Design iterative_muldiv_sequencer, sky130hd; sources not shown.
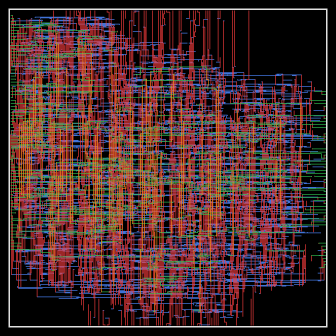
(images/metal_stack.png)
[green] met3 | wire length: 4130 microns
[red] met2 | wire length: 18600 microns
[blue] met1 | wire length: 13300 microns
[orange] met4 | wire length: 3190 microns
DR WL/cell: 23.4 microns
via count: 10900
Post-Route WL: 39200 microns
All-Layer GR Usage: 32.7%

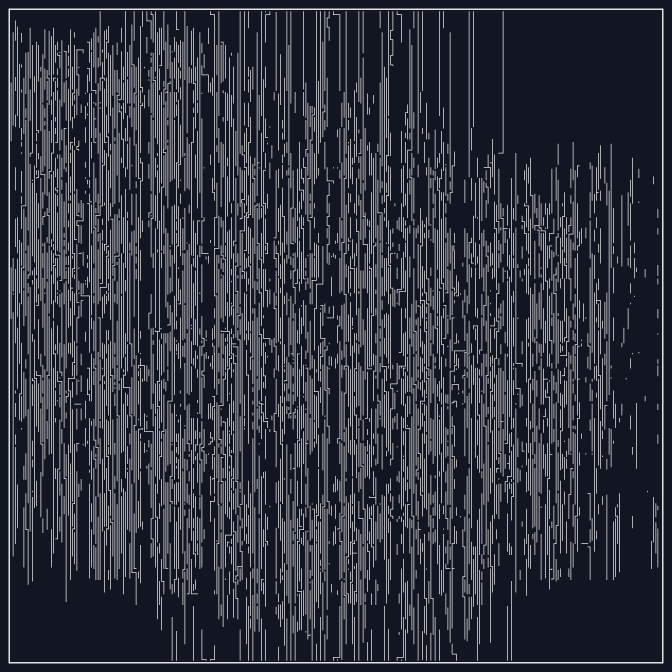
(images/met2.png)
wire length on this layer: 18600 microns
longest straight run: 52.9 microns
share of all routed wire: 47%
nets with wire on the layer: 1397
main direction: vertical
met2 Usage GRT: 57.0%

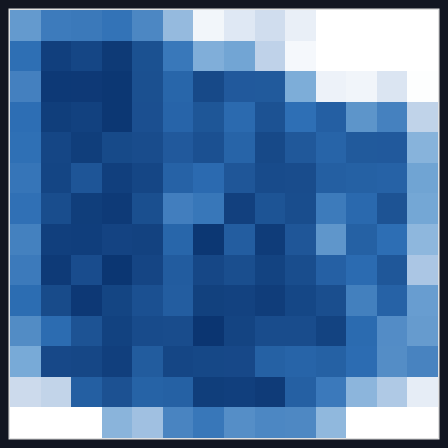
(images/density.png)
The die is cut into 14 by 14 equal tiles; white is low, dark blue is high, 0 to 100% covered.
mean over tiles: 69%
emptiest ninth of the die: upper right
tiles over 75% full: 61%
core box area: 18600 sq um
Core Util, Final: 75.7%

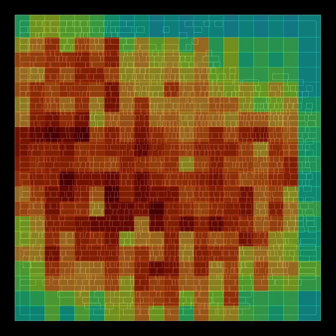
(images/final_congestion.png)
busiest grt layer: met2
met3 GRT Util: 7.22%

==> impl_metrics.py <==
# Auto-generated metrics
metrics = {
    "pwr": {
        "comb_power_uw": 9400,
        "combPwrFrac_pct": 61.8,
        "total_power_uw": 15200,
        "top_power_group": "combinational cells",
        "p_seq_uw": 3880,
        "pwr-share-clk_pct": 12.7,
        "vdd_drop_max_uv": 928,
        "clk-power_uw": 1930,
        "leakagePower_uw": 0.00531,
    },
    "synth": {
        "yosysSeqAreaShare_pct": 31.1,
        "yosys_most_used_dff": "dfxtp_1",
        "edf_count": 0,
        "synthMuxAreaShare_pct": 7.92,
        "async_flop_share_pct": 0,
        "yosys-top-cells-area": "dfxtp_1, a21oi_1, a211oi_1",
        "synth.cell_area_sq_um": 8880,
        "top_cells_by_count": "nand2_1, a21oi_1, dfxtp_1",
        "ys_sh_xor_pct": 0,
        "synth.distinct_cells": 48,
        "yosysWarnings": 0,
        "ys_cells": 1161,
        "synth-area-yosys_sq_um": 8880,
        "ys.flops": 138,
        "aoi_share_pct": 29.8,
        "fa_ha_area_share_pct": 0.987,
        "ys_sh_simple_pct": 23.4,
    },
    "sta": {
        "setup_slack_ns": -0.663,
        "setup_viol": 129,
        "period_needed_ns": 2.72,
        "timing.max_slew.rel_slack_pct": 63.1,
        "setup_tns_ns": -42.14,
        "timing.hold.ws_ns": 0.0783,
    },
    "floorplan": {
        "die-area_sq_um": 20000,
        "fp.dieH_microns": 141,
        "rows": 50,
        "floorplan.tapcells": 234,
    },
    "worst_hold_path": {
        "whs_path_depth": 2,
    },
    "clock_tree": {
        "cts.sinks": 138,
        "clk_pin_slew_worst_paths_ns": 0.22,
        "root_buffer": "clkbuf_2",
        "clk_latency_ns": 0.79,
        "numCtsBuffers": 17,
    },
    "place": {
        "dp_cells": 1581,
        "place_ws_ns": -0.402,
        "placed_area_sq_um": 12600,
        "hpwl_microns": 22600,
    },
    "finish": {
        "combGateArea_sq_um": 6270,
        "flops": 138,
        "dominant-cell-class": "logic gates",
        "num-multi-input-gates": 903,
        "layout.buffer.nonclock.area_share_pct": 31.7,
        "layout_top_cell": "nand2_1",
        "design_area_sq_um": 14100,
        "nets": 1537,
        "sh_comb_area_pct": 44.4,
        "fillCellCount": 1147,
        "nClkBuffers": 19,
        "seq_area_share_pct": 19.7,
        "drive_gt1_share_pct": 32.3,
    },
    "global_routing": {
        "grt_use_met1_pct": 37.1,
        "grt_pass1_wl_microns": 52300,
        "antenna_found_initial": 1,
        "first_global_vias": 10000,
        "grt_start_max_net_pins": 48,
    },
    "detailed_routing": {
        "wl_met1_microns": 13300,
        "ant_nets": 0,
        "top_layer_used": "met4",
        "wl_met3_microns": 4130,
        "drtPass1Iterations": 6,
    },
    "critical_path": {
        "crit_cells": 7,
        "path_class": "reg2out",
        "cp_slowest_cell": "dfxtp_4",
        "worstPathRequired_ns": 1.49,
        "cpLargestDelayFamily": "buffers and inverters",
    },
    "run_status": {
        "violations": "negative setup slack",
        "outcome": "finished, violations left",
    },
}
No activity file was given, so power comes from the tool's default toggle rates.
